clock_nets.png
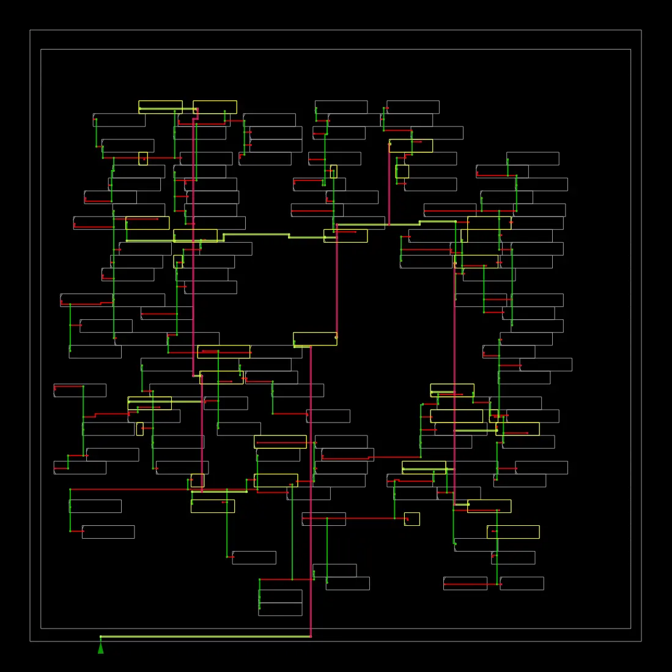
port_trees.png
Drawn at 3 px/um.
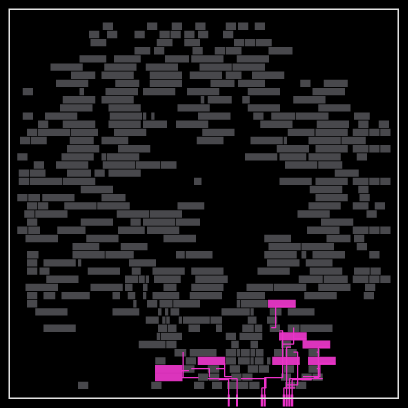
m2.png
Drawn at 4 px/um.
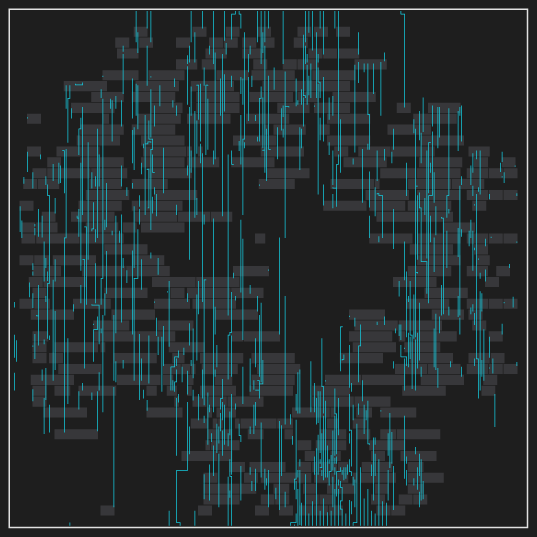
clock_wires.png
Drawn at 4 px/um.
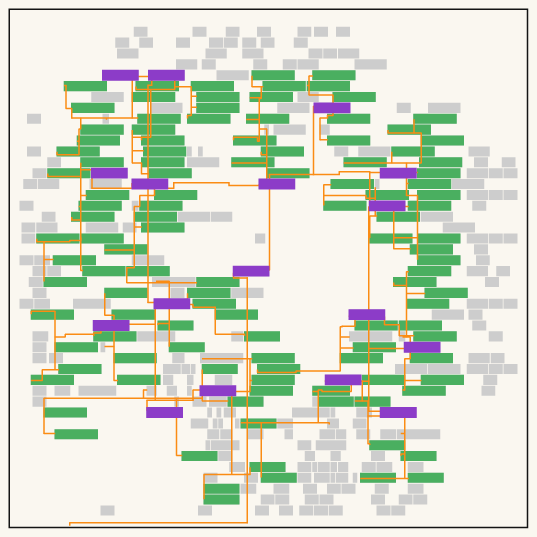
$ cat config.mk
export PLATFORM = sky130hd
export DESIGN_NAME = ram_dma_arbiter
export DESIGN_NICKNAME = d
export VERILOG_FILES = /design/src/rtl/soc_bus_pkg.sv /design/src/rtl/dma_req_fifo.sv /design/src/rtl/ram_dma_arbiter.sv
export SDC_FILE = /design/constraint.sdc
export NUM_CORES = 1
export LEC_CHECK = 0
export ABC_CLOCK_PERIOD_IN_PS = 5800
export CORE_MARGIN = 2
export CORE_UTILIZATION = 30
export CTS_CLUSTER_SIZE = 20
export DETAILED_ROUTE_END_ITERATION = 8
export HOLD_SLACK_MARGIN = 0.08
export RECOVER_POWER = 100
export SYNTH_ARGS = -nofsm -noshare
export SYNTH_HDL_FRONTEND = slang
export SYNTH_SLANG_ARGS = --single-unit
$ cat constraint.sdc
create_clock -name clk -period 5.8 [get_ports clk]
set_input_delay 0.58 -clock clk [delete_from_list [all_inputs] [get_ports clk]]
set_output_delay 0.58 -clock clk [all_outputs]
set_load 0.01 [all_outputs]
$ cat src/rtl/soc_bus_pkg.sv
// soc_bus_pkg: shared M65C02 bus encodings for IO_Op and MC microcycle states
package soc_bus_pkg;
  typedef enum logic [1:0] {
    IO_OP_NONE  = 2'b00,
    IO_OP_WRITE = 2'b01,
    IO_OP_READ  = 2'b10,
    IO_OP_FETCH = 2'b11
  } io_op_e;
  localparam logic [2:0] MC_C1 = 3'd6;
  localparam logic [2:0] MC_C2 = 3'd7;
  localparam logic [2:0] MC_C3 = 3'd5;
  localparam logic [2:0] MC_C4 = 3'd4;
endpackage

$ cat src/rtl/dma_req_fifo.sv
// dma_req_fifo: in-order request queue, no push when full even while popping
module dma_req_fifo #(
  parameter int W     = 24,
  parameter int DEPTH = 4
) (
  input  logic         clk,
  input  logic         rst_n,
  input  logic         push,
  input  logic         pop,
  input  logic [W-1:0] din,
  output logic [W-1:0] dout,
  output logic         full,
  output logic         empty
);
  localparam int AW = $clog2(DEPTH);
  logic [W-1:0] mem_q [DEPTH];
  logic [AW-1:0] rd_q, rd_d, wr_q, wr_d;
  logic [AW:0] cnt_q, cnt_d;
  logic do_push, do_pop;
  assign full  = cnt_q == (AW+1)'(DEPTH);
  assign empty = cnt_q == '0;
  assign dout  = mem_q[rd_q];
  always_comb begin
    do_push = push && !full;
    do_pop  = pop && !empty;
    rd_d    = rd_q + AW'(do_pop);
    wr_d    = wr_q + AW'(do_push);
    cnt_d   = cnt_q + (AW+1)'(do_push) - (AW+1)'(do_pop);
  end
  always_ff @(posedge clk or negedge rst_n)
    if (!rst_n) begin
      rd_q  <= '0;
      wr_q  <= '0;
      cnt_q <= '0;
    end else begin
      rd_q  <= rd_d;
      wr_q  <= wr_d;
      cnt_q <= cnt_d;
    end
  always_ff @(posedge clk)
    if (do_push) mem_q[wr_q] <= din;
endmodule

$ cat src/rtl/ram_dma_arbiter.sv
// ram_dma_arbiter: steals RAM slots the CPU provably leaves idle for a queued DMA requester
module ram_dma_arbiter
  import soc_bus_pkg::*;
#(
  parameter int ADDR_WIDTH = 15,
  parameter int DATA_WIDTH = 8,
  parameter int FIFO_DEPTH = 4
) (
  input  logic                  clk,
  input  logic                  rst_n,
  input  logic [1:0]            cpu_io_op,
  input  logic [2:0]            cpu_mc,
  input  logic                  cpu_ram_cs,
  input  logic [ADDR_WIDTH-1:0] cpu_addr,
  input  logic [DATA_WIDTH-1:0] cpu_wdata,
  input  logic                  dma_req_valid,
  output logic                  dma_req_ready,
  input  logic                  dma_we,
  input  logic [ADDR_WIDTH-1:0] dma_addr,
  input  logic [DATA_WIDTH-1:0] dma_wdata,
  output logic                  dma_rvalid,
  output logic [DATA_WIDTH-1:0] dma_rdata,
  output logic                  dma_busy,
  output logic                  ram_we,
  output logic [ADDR_WIDTH-1:0] ram_addr,
  output logic [DATA_WIDTH-1:0] ram_wdata,
  input  logic [DATA_WIDTH-1:0] ram_rdata
);
  localparam int EW = 1 + ADDR_WIDTH + DATA_WIDTH;
  logic [EW-1:0] head;
  logic head_we, full, empty, cpu_claim, dma_slot;
  logic [ADDR_WIDTH-1:0] head_addr;
  logic [DATA_WIDTH-1:0] head_wdata;
  logic claim_q, claim_d, rd_pend_q, rd_pend_d, rvalid_q, rvalid_d;
  logic [DATA_WIDTH-1:0] rdata_q, rdata_d;
  dma_req_fifo #(.W(EW), .DEPTH(FIFO_DEPTH)) u_fifo (
    .clk   (clk),
    .rst_n (rst_n),
    .push  (dma_req_valid),
    .pop   (dma_slot),
    .din   ({dma_we, dma_addr, dma_wdata}),
    .dout  (head),
    .full  (full),
    .empty (empty)
  );
  assign {head_we, head_addr, head_wdata} = head;
  assign dma_req_ready = !full;
  assign dma_busy      = !empty || rd_pend_q;
  assign dma_rvalid    = rvalid_q;
  assign dma_rdata     = rdata_q;
  always_comb begin
    cpu_claim = cpu_ram_cs && cpu_io_op != IO_OP_NONE;
    dma_slot  = !empty && (cpu_mc == MC_C4 || (cpu_mc == MC_C1 && !cpu_claim) ||
                           ((cpu_mc == MC_C2 || cpu_mc == MC_C3) && !claim_q));
    claim_d   = cpu_mc == MC_C1 ? cpu_claim : claim_q;
    rd_pend_d = dma_slot && !head_we;
    rvalid_d  = rd_pend_q;
    rdata_d   = rd_pend_q ? ram_rdata : rdata_q;
    ram_addr  = dma_slot ? head_addr : cpu_addr;
    ram_wdata = dma_slot ? head_wdata : cpu_wdata;
    ram_we    = rst_n && (dma_slot ? head_we :
                          cpu_ram_cs && cpu_io_op == IO_OP_WRITE && cpu_mc == MC_C2);
  end
  always_ff @(posedge clk or negedge rst_n)
    if (!rst_n) begin
      claim_q   <= 1'b1;
      rd_pend_q <= 1'b0;
      rvalid_q  <= 1'b0;
      rdata_q   <= '0;
    end else begin
      claim_q   <= claim_d;
      rd_pend_q <= rd_pend_d;
      rvalid_q  <= rvalid_d;
      rdata_q   <= rdata_d;
    end
endmodule

==> notes.md <==
impl run done, here's what came out: max capacitance violation total=5, most frequent cell after synthesis=edfxtp_1, crit end category=primary output, Root Buffer Master=clkbuf_16, final antenna-violating net count=0, Sequential Area=0.003334 mm^2, First DRT Iteration DRCs=143, Slew Limit Fails=100, yosys cell count=215, violated checks=max-capacitance violations, max-slew violations, most frequent cells after synthesis=edfxtp_1 (96), mux4_2 (20), mux2_4 (18), dfrtp_1 (17), mux2_2 (13), syn_area_per_cell=21.87 um^2, DP HPWL=5839 um, Netlist cell types=34, met2 wire len=4722 um, hold slack final=500.0 ps, post-layout period usage=70.40%, Post-Syn Area=0.004702 mm^2, global route hottest layer=met2, layout cells sized above 1=25.29%, WL/cell=16.73 um, Place WS=2448 ps, Setup WS post-layout=1717 ps, DR vias/cell=4.380, Setup TNS=0 ps, Leakage=2.309 nW, CTS buffer count=17, area growth from synthesis to layout=37.68%, CP Launch Type=flip-flop, Util after Layout=42.43%, status=finished with violations, DRC=0, peak supply drop=0.1947 mV, std cell rows=45, met3 GRT Util=4.418%, Synth async-reset ratio=15.79%, fin area=0.006474 mm^2, gr ovfl total=0, yosys warns=0, Hold Path Depth=1, vias in the first global route=2678, setup bufs post-CTS=0, Critical Path Start=u_fifo.rd_q[0]$_DFF_PN0_, Pwr Total=3.148 mW, H-tree depth=4, RD Place Congestion=0.6818, initial antenna violation count=2, core area=0.01526 mm^2, critical path required time=5220 ps, # setup viols final=0, Seq/Total Area, Yosys=70.92%, Post-Synthesis Cells=215, Post-synth EDFFs=96
Back to the opening pictures, clock_nets.png:
CLK BUF: 18
clock sink count: 114
skew final: 8.591 ps
Late-Pin Clk Latency: 410 ps

Back to the opening pictures, port_trees.png:
colour	port	bits	direction	edge	end cells	buffers	wire
magenta	dma_rdata	8	output	bottom	8	8	234 um

Back to the opening pictures, m2.png:
nets with wire on the layer	361
share of all routed wire	51%
met2 global-route usage: 20.06%
drt total wl: 9250 um
via count: 2422

Back to the opening pictures, clock_wires.png:
[purple] clock-net drivers | count: 17
[green] flip-flops | count: 114
[orange] clock wires | length: 1430 um
routed clock nets	18
P_clk: 1.05 mW
clock power share: 33.3%

[where the power goes]
part / total (mW) / switching, mW / internal, mW
Clock: 1.05 / 0.341 / 0.707
Sequential: 1.25 / 0.140 / 1.11
Combinational: 0.852 / 0.341 / 0.511
Total: 3.15 / 0.822 / 2.33
[worst max-delay path, delay by kind of cell, from the launching register on]
kind / cells / cell delay (ps)
AOI/OAI and AO/OA: 2 / 310
buffers and inverters: 1 / 600
DFF: 1 / 1430
muxes: 1 / 730
[flip-flops by register name, summed over array words and instances, names as in the netlist]
signal,flops
dma_rvalid,1
rd_pend_q,1
u_fifo.wr_q,2
claim_q,1
u_fifo.mem_q,96
u_fifo.rd_q,2
dma_rdata,8
u_fifo.cnt_q,3
[final cells by class]
| cell class | instances | share of cell area, % |
|---|---|---|
| clock buffer | 18 | 6.629 |
| timing repair buffer | 104 | 15.62 |
| multi-input combinational | 83 | 19.00 |
| tap | 211 | 4.078 |
| antenna | 2 | 0.07731 |
| inverter | 9 | 0.5218 |
| sequential | 114 | 51.51 |
| clock inverter | 12 | 2.571 |
[kinds of logic (layout without fill, tap and decap cells)]
group | Yosys count | after routing | synth area share [%]
AND-OR/OR-AND | 8 | 8 | 1.809
XOR/XNOR | 4 | 4 | 0.7452
adder cells (fa/ha/maj) | 5 | 5 | 1.490
buffers and inverters | 18 | 143 | 2.821
flip-flops | 114 | 114 | 70.92
multiplexers | 55 | 55 | 20.68
other | 0 | 2 | 0
AND/OR/NAND/NOR | 11 | 11 | 1.543
[worst max-delay path by stage]
stage | endpoint | slack (ps)
detailed placement | ram_addr[1] | 2450
floorplan | u_fifo.mem_q[1][0]$_DFFE_PP_ | 2810
global route | ram_we | 1420
global placement | ram_addr[1] | 2480
CTS | ram_we | 2260
finish | ram_we | 1720
No activity file was given, so power comes from the tool's default toggle rates.
